==> config.mk <==
export PLATFORM = sky130hd
export DESIGN_NAME = dtc_pulsegen
export DESIGN_NICKNAME = d
export VERILOG_FILES = /design/src/rtl/dtc_pulsegen.sv
export SDC_FILE = /design/constraint.sdc
export NUM_CORES = 1
export LEC_CHECK = 0
export CORE_MARGIN = 10
export CORE_UTILIZATION = 40
export DETAILED_ROUTE_END_ITERATION = 10
export PLACE_DENSITY = 0.65
export SYNTH_ARGS = -nofsm -noshare
export SYNTH_HDL_FRONTEND = slang
export SYNTH_SLANG_ARGS = --single-unit
==> constraint.sdc <==
create_clock -name sys_clk -period 9.1 [get_ports sys_clk]
set_input_delay 1.82 -clock sys_clk [delete_from_list [all_inputs] [get_ports sys_clk]]
set_output_delay 1.82 -clock sys_clk [all_outputs]
set_load 0.02 [all_outputs]
==> run_1/pinout.png <==
Drawn at 2 px/um. Pins as bars across the die edge, other pins in gray.
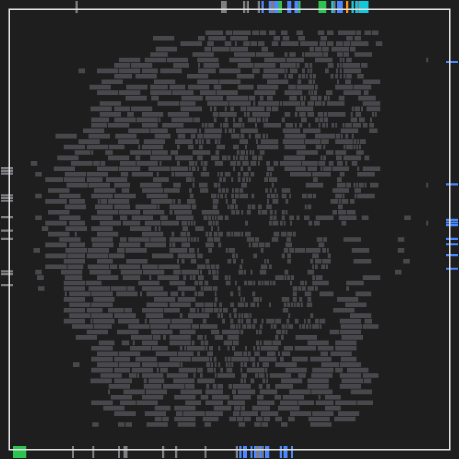
| color | port | pins | direction | edge |
|---|---|---|---|---|
| green | `csr_a` | 14 | input | 7 top, 7 bottom |
| blue | `csr_do` | 32 | output | 12 bottom, 11 top, 9 right |
| orange | `sys_clk` | 1 | input | top |
| cyan | `serdes_o` | 8 | output | top |
all pins by edge: 38 top, 31 bottom, 12 left, 9 right
Die X: 219 um
PortBufs: 79
Die Height: 219 um

==> run_1/congestion_map.png <==
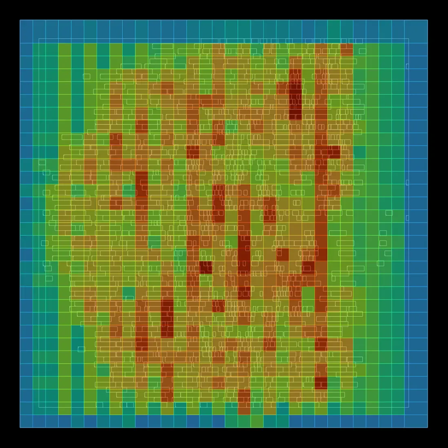
fin util: 46.7%
drt wl/cell: 22.3 um
grt met2 use: 28.0%
met1 Usage GRT: 22.1%

==> run_1/m2.png <==
Drawn at 2 px/um.
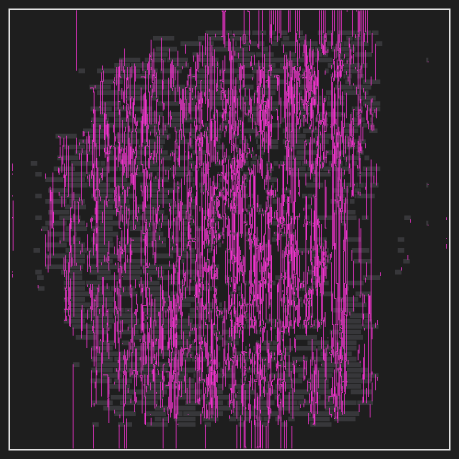
share of all routed wire: 50%
main direction: vertical
longest straight run: 111 um
total vias in the final route: 9,934
Post-Route WL: 39.8 mm

==> qor.txt, run 1 <==
Status: complete, no violations
Most Crowded Layer GR: met2
Dpl hpwl: 26.2 mm
Starting DRT DRC Count: 745
RD Place Congestion: 0.935
YS chip area: 15,900 um2
Reg2Reg Depth: 14
Max reg flops: 256
Avg Cell Area, Syn: 13.8 um2
Post-Syn Instances: 1,151
Clk_lat worst skew: 530 ps
Setup Skew: 16.1 ps
Async set-reset flop share out of synthesis: 24.7%
First-pass GRT wire length: 61.4 mm
Crit-path cells: buf_12 > mux4_2 > mux2_2 > ha_1 > o21a_1 > o21ai_0 > a311oi_1 > or4b_1 > and4bb_1 > nand4_4 > a21oi_4 > nand2_1 > nor2_4 > buf_4
Endpoint class of the critical path: flip-flop
Largest net degree at the start of global routing: 65
Basic Gates by Area: 10.5%
Tool Warnings: 33
GRT Residual Overflow: 0
Worst Tran Pin Value: 1100 ps
Slew headroom: 26.6%
Total track usage: 16.7%
Final-report setup violation count: 0
Worst setup path class: reg2reg
Achievable Freq: 146 MHz
Met3 Use GR: 2.55%
WHS Path Cells: 1
Setup TNS: 0 ps
Final slew viol count: 0
Clk pwr share: 23.8%
Final period utilization: 75.4%
Layout cell share with drive strength beyond 1: 15.7%
Highest net fanout along the worst path: 33
Pint: 3.61 mW
Peak supply drop: 151 uV
Worst setup margin: 2240 ps
DP Worst Slack: 2210 ps
Synth unique cells: 80
==> run 1: synthesized netlist by cell type (7+ instances only) <==
library cell / number / area share [%]
mux2i_1: 17 / 1.1
clkbuf_1: 37 / 0.87
nor4_1: 13 / 0.51
edfxtp_1: 256 / 48
dfrtp_1: 84 / 13
xnor2_1: 42 / 2.3
nand3_1: 19 / 0.60
nand2_1: 86 / 2.0
ha_1: 33 / 2.6
nand4_1: 14 / 0.55
mux2_2: 34 / 2.4
nor3_1: 34 / 1.1
a21oi_1: 71 / 2.2
nand2b_1: 9 / 0.35
o21ai_0: 33 / 1.0
and3_1: 30 / 1.2
buf_2: 8 / 0.25
a21o_1: 10 / 0.47
inv_1: 40 / 0.94
mux4_2: 64 / 9.1
nor2_1: 87 / 2.1
xor2_1: 7 / 0.39
==> run 1: power groups by stage <==
stage               combinational (mW)  clock [mW]  sequential [mW]
detailed placement                2.56           0             1.92
global placement                  2.57           0             1.91
CTS                               2.58        1.43             1.89
global route                      2.84        1.50             1.90
finish                            2.60        1.40             1.89
floorplan                         1.94           0             1.84
==> run 1: cell families (layout without fill, tap and decap cells) <==
family | after synthesis | in the layout
AND-OR/OR-AND | 188 | 188
XOR/XNOR | 49 | 49
adder cells (fa/ha/maj) | 34 | 34
buffers and inverters | 93 | 198
flip-flops | 340 | 340
multiplexers | 116 | 116
other | 1 | 4
AND/OR/NAND/NOR | 330 | 330
==> run 1: placed cells by master (no fill, tap or decap), types with 30 or more instances in the layout <==
master	Yosys	layout
clkdlybuf4s50_1	0	78
a21oi_1	71	71
inv_1	40	40
and3_1	30	30
o21ai_0	33	33
edfxtp_1	256	256
ha_1	33	33
nor2_1	87	86
xnor2_1	42	42
nand2_1	86	86
clkbuf_16	0	36
nor3_1	34	32
mux2_2	34	34
dfrtp_1	84	82
mux4_2	64	64
==> run 1: final cells by class <==
type | count | area, um2
repair buffers | 96 | 928
clock buffers | 50 | 993
inverters | 40 | 150
well taps | 525 | 657
flip-flops and latches | 340 | 9790
multi-input cells | 720 | 5820
clock inverters | 12 | 124
diodes | 1 | 2.50
fillers | 3450 | 21100
==> run 1: worst max-delay path, delay by kind of cell (launching register included) <==
| kind | cells | cell delay [ps] |
|---|---|---|
| and+or+nand+nor | 5 | 2040 |
| muxes | 2 | 850 |
| AOI/OAI and AO/OA | 4 | 1510 |
| buffers and inverters | 2 | 730 |
| adders and majority gates | 1 | 440 |
| DFF | 1 | 900 |
==> run 1: through the flow <==
step / instance area, um2 / std cells / power [mW]
6_report: 18500 / 1784 / 5.88
5_1_grt: 18500 / 1783 / 6.24
4_1_cts: 18500 / 1783 / 5.90
3_3_place_gp: 17400 / 1721 / 4.48
2_1_floorplan: 15900 / 1153 / 3.78
3_5_place_dp: 17400 / 1721 / 4.48
==> run 1: per-layer routing <==
| metal | share of wire, % | vias to the layer above | wire length (um) |
|---|---|---|---|
| met1 | 43 | 5093 | 17300 |
| met4 | 2.1 | 0 | 821 |
| li1 | - | 4555 | - |
| met5 | 0 | - | 0 |
| met2 | 50 | 230 | 19800 |
| met3 | 4.8 | 56 | 1920 |
==> run_1/m3.png <==
Drawn at 2 px/um.
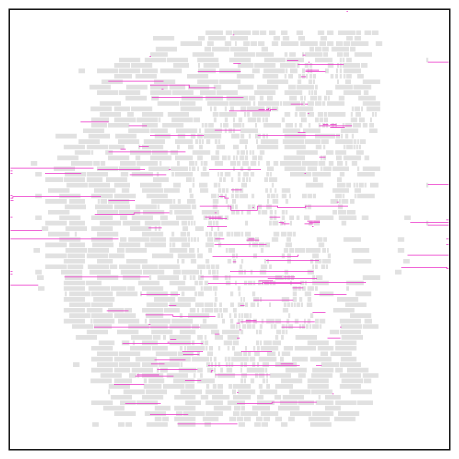

==> run 1 -> run 2 <==
- PLACE_DENSITY: 0.65 -> 0.63
- clock period: 9.1 -> 6.4 ns (I/O delays scaled with it)
==> run_2/m3.png <==
Drawn at 2 px/um.
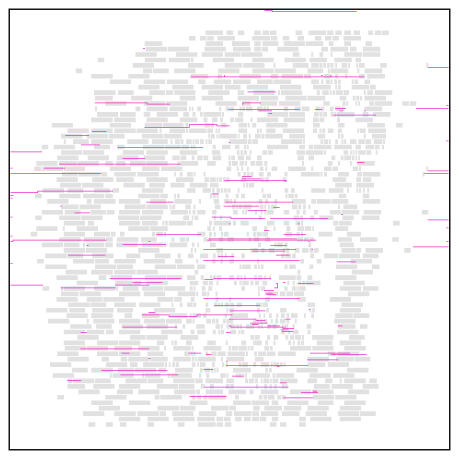
main direction: horizontal
wire length on this layer: 1,950 um
longest straight run: 86.7 um
share of all routed wire: 4.9%
met3 Use GR: 2.10%
Post-Route WL: 39.9 mm

==> qor.txt, run 2 <==
Status: complete, no violations (unchanged)
Final-report setup violation count: 0 (unchanged)
Synth unique cells: 80 (unchanged)
Most frequent cells in the layout: 256 x edfxtp_1, 86 x nand2_1, 85 x nor2_1 (was 256 x edfxtp_1, 86 x nor2_1, 86 x nand2_1)
Post-Syn Instances: 1,151 (unchanged)
Starting DRT DRC Count: 632 (was 745)
Slew headroom: 18.3% (was 26.6%)
Logic area: 5860 um2 (was 5820 um2)
Layout cell share with drive strength beyond 1: 17.7% (was 15.7%)
Async set-reset flop share out of synthesis: 24.7% (unchanged)
DP Worst Slack: 463 ps (was 2210 ps)
Placed inst area: 17,700 um2 (was 17,400 um2)
Drt wl/cell: 22.0 um (was 22.3 um)
Die Height: 219 um (unchanged)
Final period utilization: 92.2% (was 75.4%)
Fin util: 47.8% (was 46.7%)
Setup TNS: 0 ps (unchanged)
Endpoint class of the critical path: flip-flop (unchanged)
RD Place Congestion: 0.927 (was 0.935)
N_diodes: 0 (was 1)
Crit-path cells: buf_12 > mux4_2 > mux2_2 > ha_1 > a21oi_1 > o21ai_1 > nor4b_1 > a2111oi_1 > or4b_1 > and4bb_1 > nand4_4 > and3_1 > nand2_1 > ha_1 > a21o_1 > a21o_1 > nand2_1 > nor2_1 > o32a_1 (was buf_12 > mux4_2 > mux2_2 > ha_1 > o21a_1 > o21ai_0 > a311oi_1 > or4b_1 > and4bb_1 > nand4_4 > a21oi_4 > nand2_1 > nor2_4 > buf_4)
Largest net degree at the start of global routing: 62 (was 65)
Avg Cell Area, Syn: 13.8 um2 (unchanged)
Leading area contributor after synthesis: edfxtp_1 (unchanged)
Clk pwr share: 23.8% (about the same)
YS chip area: 15,900 um2 (unchanged)
GRT Residual Overflow: 0 (unchanged)
Total vias in the final route: 9,921 (was 9,934)
Fill cells: 3,452 (was 3,450)
Final slew viol count: 0 (unchanged)
Total track usage: 16.5% (was 16.7%)
Die X: 219 um (unchanged)
Highest net fanout along the worst path: 26 (was 33)
Worst Tran Pin Value: 1210 ps (was 1100 ps)
Commonest Layout Cell: edfxtp_1 (unchanged)
Clk_lat worst skew: 520 ps (was 530 ps)
Worst setup path class: reg2reg (unchanged)
PortBufs: 79 (unchanged)
Top cells by count: 256 x edfxtp_1, 87 x nor2_1, 86 x nand2_1 (unchanged)
FF+latch area: 9790 um2 (unchanged)
Design area: 18,900 um2 (was 18,500 um2)
[run 2: cell types whose count changed in the layout (fill, tap and decap cells not counted), moves of 2 or more]
cell,change
buf_12,+14
buf_4,+10
clkinv_1,-3
clkinvlp_4,+3
clkbuf_1,+2
clkbuf_16,+2
nor3_2,-2
nor3_4,+2
nor3b_2,-2
nor3b_4,+2
[run 2: cell families (layout without fill, tap and decap cells)]
logic type	Yosys count	in the layout	share of synthesized area, %
compound gates	188	188	7.67
xor+xnor	49	49	2.70
fa+ha+maj	34	34	2.72
buf+inv	93	226	2.33
flops	340	340	61.5
mux	116	116	12.6
other cells	1	3	0.0236
simple gates	330	330	10.5
[run 2: through the flow]
| step | total power [mW] | hold WS (ps) |
|---|---|---|
| 2_1_floorplan | 5.38 | 468 |
| 3_3_place_gp | 6.51 | 493 |
| 3_5_place_dp | 6.50 | 503 |
| 4_1_cts | 8.55 | 518 |
| 5_1_grt | 9.03 | 533 |
| 6_report | 8.52 | 513 |
[run 2: cell type report]
class / instances / share of cell area, %
repair buffers: 120 / 6.79
well taps: 525 / 3.47
flip-flops and latches: 340 / 51.8
clock buffers: 54 / 5.56
multi-input cells: 720 / 31.0
inverters: 40 / 0.794
clock inverters: 12 / 0.576
[run 2: layer usage]
layer / wire length [um] / GRT usage (%) / vias up
met4: 836 / 4.64 / 0
met1: 17300 / 21.8 / 5035
met2: 19800 / 28.1 / 226
met5: 0 / 0 / -
li1: - / - / 4616
met3: 1950 / 2.10 / 44
[run 2: power groups by stage]
| stage | Clock, mW | Combinational (mW) | Sequential [mW] |
|---|---|---|---|
| finish | 2.02 | 3.83 | 2.66 |
| floorplan | 0 | 2.77 | 2.61 |
| global placement | 0 | 3.80 | 2.71 |
| global route | 2.15 | 4.20 | 2.68 |
| detailed placement | 0 | 3.79 | 2.71 |
| CTS | 2.07 | 3.82 | 2.66 |
[run 2: critical path: cells and delay by family (launching register included)]
kind / cells / cell delay (ps)
and+or+nand+nor: 8 / 2090
AOI/OAI and AO/OA: 6 / 1230
muxes: 2 / 860
adders and majority gates: 2 / 740
DFF: 1 / 560
buffers and inverters: 1 / 270
Power and IR drop assume default switching activity.
